## src/rtl/ethcrc_pkg.sv

```systemverilog
// Shared Ethernet CRC-32 constants and the bytewise reflected CRC update.
// Used by both the RX FCS checker and the TX FCS appender.
package ethcrc_pkg;

   localparam logic [31:0] CRC_TAPS    = 32'hedb88320;
   localparam logic [31:0] CRC_INIT    = 32'hffffffff;
   localparam logic [31:0] CRC_RESIDUE = 32'hdebb20e3;

   // LSB-first update of a non-inverted CRC register by one byte.
   function automatic logic [31:0] next_crc(input logic [31:0] crc, input logic [7:0] d);
      logic [31:0] c;
      c = crc ^ {24'h000000, d};
      for (int i = 0; i < 8; i++) begin
         c = c[0] ? ((c >> 1) ^ CRC_TAPS) : (c >> 1);
      end
      return c;
   endfunction

endpackage

```

## src/rtl/crc32_byte.sv

```systemverilog
// Combinational one-byte CRC-32 (reflected) update stage.
module crc32_byte
   import ethcrc_pkg::*;
(
   input  logic [31:0] crc_in,
   input  logic [7:0]  d,
   output logic [31:0] crc_out
);

   always_comb begin
      crc_out = next_crc(crc_in, d);
   end

endmodule

```

## src/rtl/rxecrc.sv

```systemverilog
// RX Ethernet FCS checker: strips the trailing 4-byte FCS and flags bad CRC at frame end.
// Optional RXECRC_ERRCOUNT_EN adds a saturating bad-frame counter on o_err_count.
module rxecrc
   import ethcrc_pkg::*;
(
   input  logic        i_clk,
   input  logic        i_reset,
   input  logic        i_ce,
   input  logic        i_en,
   input  logic        i_v,
   input  logic [7:0]  i_d,
   output logic        o_v,
   output logic [7:0]  o_d,
   output logic        o_err,
`ifdef RXECRC_ERRCOUNT_EN
   output logic [31:0] o_err_count,
`endif
   output logic        o_done
);

   logic [31:0]     crc_q, crc_d, crc_next;
   logic [2:0]      cnt_q, cnt_d;
   logic [3:0][7:0] buf_q, buf_d;
   logic            en_q, en_d, en_eff;
   logic            v_q, v_d;
   logic [7:0]      d_q, d_d;
   logic            err_q, err_d;
   logic            done_q, done_d;
   logic [31:0]     errcnt_q, errcnt_d;

   crc32_byte u_crc32_byte (
      .crc_in  (crc_q),
      .d       (i_d),
      .crc_out (crc_next)
   );

   always_comb begin
      crc_d    = crc_q;
      cnt_d    = cnt_q;
      buf_d    = buf_q;
      en_d     = en_q;
      v_d      = v_q;
      d_d      = d_q;
      err_d    = err_q;
      done_d   = done_q;
      errcnt_d = errcnt_q;
      en_eff   = en_q;
      if (i_ce) begin
         if (i_v) begin
            // Mode is sampled on the first byte and held for the rest of the frame.
            en_eff = (cnt_q == 3'd0) ? i_en : en_q;
            en_d   = en_eff;
            done_d = 1'b0;
            cnt_d  = (cnt_q == 3'd4) ? 3'd4 : cnt_q + 3'd1;
            if (en_eff) begin
               buf_d = {buf_q[2:0], i_d};
               crc_d = crc_next;
               v_d   = (cnt_q == 3'd4);
               if (cnt_q == 3'd4) begin
                  d_d = buf_q[3];
               end
            end else begin
               v_d = 1'b1;
               d_d = i_d;
            end
         end else if (cnt_q != 3'd0) begin
            v_d    = 1'b0;
            done_d = 1'b1;
            err_d  = en_q && ((cnt_q < 3'd4) || (crc_q != CRC_RESIDUE));
            crc_d  = CRC_INIT;
            cnt_d  = 3'd0;
            if (err_d && (errcnt_q != 32'hffffffff)) begin
               errcnt_d = errcnt_q + 32'd1;
            end
         end else begin
            v_d    = 1'b0;
            done_d = 1'b0;
         end
      end
   end

   always_ff @(posedge i_clk) begin
      if (i_reset) begin
         crc_q    <= CRC_INIT;
         cnt_q    <= 3'd0;
         buf_q    <= '0;
         en_q     <= 1'b1;
         v_q      <= 1'b0;
         d_q      <= 8'h00;
         err_q    <= 1'b0;
         done_q   <= 1'b0;
         errcnt_q <= 32'd0;
      end else begin
         crc_q    <= crc_d;
         cnt_q    <= cnt_d;
         buf_q    <= buf_d;
         en_q     <= en_d;
         v_q      <= v_d;
         d_q      <= d_d;
         err_q    <= err_d;
         done_q   <= done_d;
         errcnt_q <= errcnt_d;
      end
   end

   assign o_v    = v_q;
   assign o_d    = d_q;
   assign o_err  = err_q;
   assign o_done = done_q;
`ifdef RXECRC_ERRCOUNT_EN
   assign o_err_count = errcnt_q;
`else
   logic unused_errcnt;
   assign unused_errcnt = ^errcnt_q;
`endif

endmodule

```

## config.mk

```make
export PLATFORM = sky130hd
export DESIGN_NAME = rxecrc
export DESIGN_NICKNAME = d
export VERILOG_FILES = /design/src/rtl/ethcrc_pkg.sv /design/src/rtl/crc32_byte.sv /design/src/rtl/rxecrc.sv
export SDC_FILE = /design/constraint.sdc
export NUM_CORES = 1
export LEC_CHECK = 0
export ABC_AREA = 1
export CAP_MARGIN = 20
export CORE_MARGIN = 4
export CORE_UTILIZATION = 50
export CTS_BUF_LIST = sky130_fd_sc_hd__clkbuf_4 sky130_fd_sc_hd__clkbuf_8 sky130_fd_sc_hd__clkbuf_16
export DETAILED_ROUTE_END_ITERATION = 8
export GPL_ROUTABILITY_DRIVEN = 0
export PLACE_DENSITY = 0.69
export SYNTH_ARGS = -nofsm -noshare
export SYNTH_HDL_FRONTEND = slang
export SYNTH_SLANG_ARGS = --single-unit
```

## constraint.sdc

```tcl
create_clock -name i_clk -period 2.3 [get_ports i_clk]
set_clock_uncertainty 0.2 [all_clocks]
set_input_delay 0.23 -clock i_clk [delete_from_list [all_inputs] [get_ports i_clk]]
set_output_delay 0.23 -clock i_clk [all_outputs]
set_load 0.01 [all_outputs]
```

### Placement density heat map

The die is cut into 10 by 10 equal tiles; dark blue is low, red is high, 0 to 100% covered.
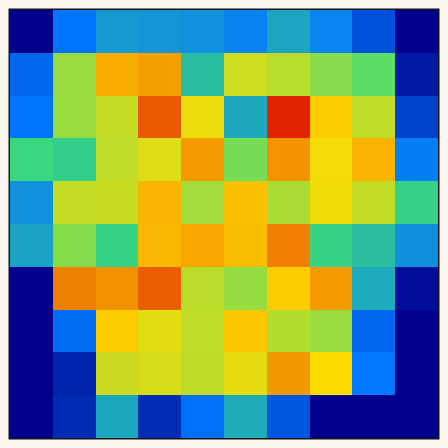
- mean over tiles: 49%
- tiles over 75% full: 22%
- densest ninth of the die: middle
- emptiest ninth of the die: bottom right
- nearly empty tiles: 11%
- fullest tile: 96%

### Routing congestion map

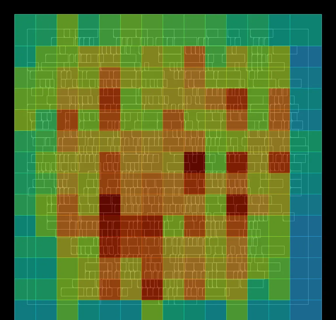
met3 usage: 4.31%
fin util: 61.2%
DR WL/cell: 14.9 µm

### Clock distribution

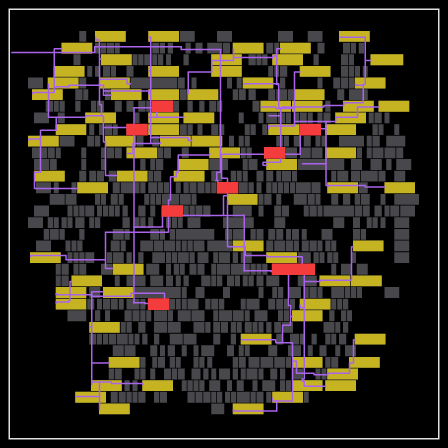
- flip-flops: yellow (count 79)
- clock-net drivers: red (count 9)
- clock wires: purple (length 1020 µm)
- routed clock nets: 10

==> qor.yml <==
final_cell_area_um2: 5020
drtPass1Iterations: 5
maxCapViolCount: 0
cp-endpoint: "crc_q[9]$_SDFFE_PP1P_"
synth_top_cell_by_area: "dfxtp_1"
power.density_nw_per_um2: 761
ir_worst_vdd_mv: 0.337
fin_crit_sh_pct: 94.0
reg2reg_depth: 13
dp_hpwl_um: 8240
synth_top_area_share_pct: 37.4
ff_count: 79
drcViolationCount: 0
syn_inst: 635
fin_nets: 694
drt-initial-drc-count: 348
sh_seq_area_pct: 31.5
avgViaCountPerCell: 5.36
yosysCellCount: 635
final-setup-viol-count: 0
tritoncts: "built"
gr-usage-all-layers_pct: 24.1
final_layout_size_suffix_gt1_share_pct: 11.4
ys_seq_share_pct: 37.4
synthFlopType: "dfxtp_1"
pin_count: 24
synth_nets: 650
placed_cell_area_um2: 4700
required_ns: 2.34
maxClockFrequency_mhz: 463
crit_top_cell: "inv_1"
p_comb_w: 0.000986
slew_violations: 0
fp_util_pct: 51.5
inv_count: 64
power_w: 0.00382
synth_area_um2: 4230
coreArea_um2: 8220
p_clk_w: 0.00129
r2r_setup_slack_ns: 0.14
seq_area_um2: 1580
ant_nets: 0
vias: 4227
grt.busiest_layer: "met2"
buf_share_pct: 10.3
root_buffer: "clkbuf_8"
end_kind: "flip-flop"
p_clk_share_pct: 33.8
hp-class: "reg -> reg"
grt_pass1_vias: 3926
min_from: "o_done$_SDFFE_PP0P_"
power_frac_seq_pct: 40.4
async_flop_share_pct: 0
wl_met2_um: 5140
pg_seq_w: 0.00154
crit_chain: "inv_1 > ha_1 > inv_1 > nor2_2 > or2_1 > o21ai_4 > nor2_4 > inv_4 > nand2_8 > buf_12 > buf_4 > a21oi_1 > o21ai_1"
num_rows: 33
path_class: "reg -> reg"
comb-cell-share_pct: 45.8
drt-total-wl_um: 11800
crit_path_max_incr_delay_ns: 0.34
nWellTaps: 105
grt_pass1_wl_um: 19300
power_switching_w: 0.00124
sw_frac_of_total_pct: 32.4
dieHeight_um: 100
ys_warn_count: 0
syn2layout_area_growth_pct: 18.7
p_int_w: 0.00258
grt_max_degree: 41
non_clock_buffer_count: 57
synth_cell_types: 32
status: "complete, no violations"
numSynthFlops: 79
yosys-top-cells-area: "dfxtp_1 37%, nand2_1 16%, o21ai_0 9.1%"
tightest_slew_ns: 0.433
rr_endpoint: "crc_q[9]$_SDFFE_PP1P_"
clock_buffers: 10
route.met3.wl_um: 827
holdPathStages: 2
worstPathMaxFanout: 14
highest_layer: "met4"
grt_use_met2_pct: 37.0
crit_path_top_delay_cell: "dfxtp_1"
relSlewSlack_pct: 71.1
antenna_found_initial: 0
dieArea_um2: 10000
crit_cells: 13
combPwrFrac_pct: 25.8
leakage_nw: 2.54
path_clk_slew_ns: 0.08
cp_data_arrival_time_ns: 2.21
### Gate families picked out

Scale bar: 20 µm.
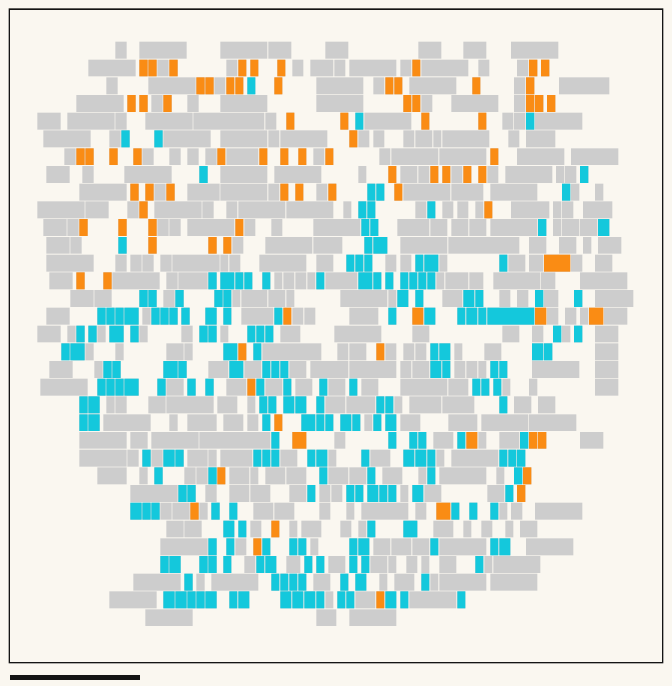
- nand cells: cyan (cells 227; most used nand2_1)
- nor cells: orange (cells 85; most used nor2_1)

### Wiring by layer

Scale bar: 20 µm.
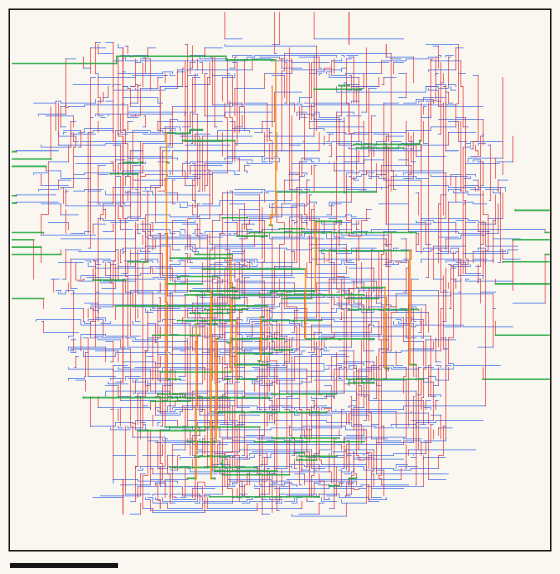
- M4: orange (wire length 259 µm)
- M2: red (wire length 5140 µm)
- M1: blue (wire length 5540 µm)
- M3: green (wire length 828 µm)

## Yosys cell counts (all sizes together) (4+ instances only)
cell	n
xnor2	4
nand4	5
nor2	81
buf	12
xor2	23
o211ai	14
clkbuf	12
dfxtp	79
o21ai	83
a21oi	22
nand3	36
nand2	186
o21bai	5
inv	64
## layout by cell type, fill, tap and decap left out, drive strengths merged
master           n
o21bai           5
buf             33
xnor2            4
nand2          186
nor3             3
a21oi           22
xor2            23
or2              3
bufinv           3
nor2            81
o21ai           83
nand3           36
clkinvlp         1
ha               2
nand4            5
clkbuf          11
o211ai          14
clkinv           2
dfxtp           79
inv             64
clkdlybuf4s50   23
nor4             1
## state kept, by name (all words and copies together), names as in the netlist
register / cells
buf_q: 32
crc_q: 32
o_d: 8
cnt_q: 3
en_q: 1
o_done: 1
o_err: 1
o_v: 1
## logic make-up after synthesis
group,count (synthesis),share of synthesized area [%]
buffers and inverters,88,8.81
adder cells (fa/ha/maj),2,0.591
AND/OR/NAND/NOR,315,30.4
XOR/XNOR,27,5.76
AND-OR/OR-AND,124,17.1
flip-flops,79,37.4
## what timing repair did
item                       4_1_cts  5_1_grt
setup buffers                    0        3
resized                          0        8
hold buffers                     0        0
setup endpoints to repair        0       36
## metrics by stage
step                      setup WS (ns)   TNS, ns  cells
after global placement           -0.217    -0.832    769
final                             0.139         0    789
after floorplan                   0.403         0    635
after global routing           -0.00761  -0.00761    789
after detailed placement         -0.169    -0.685    769
after CTS                        0.0840         0    785
## worst register-to-register path: cells and delay by family, from the launching register on
| family | cells | cell delay (ns) |
|---|---|---|
| AND-OR/OR-AND | 3 | 0.28 |
| adder cells (fa/ha/maj) | 1 | 0.22 |
| buffers and inverters | 5 | 0.56 |
| flip-flops | 1 | 0.34 |
| AND/OR/NAND/NOR | 4 | 0.45 |
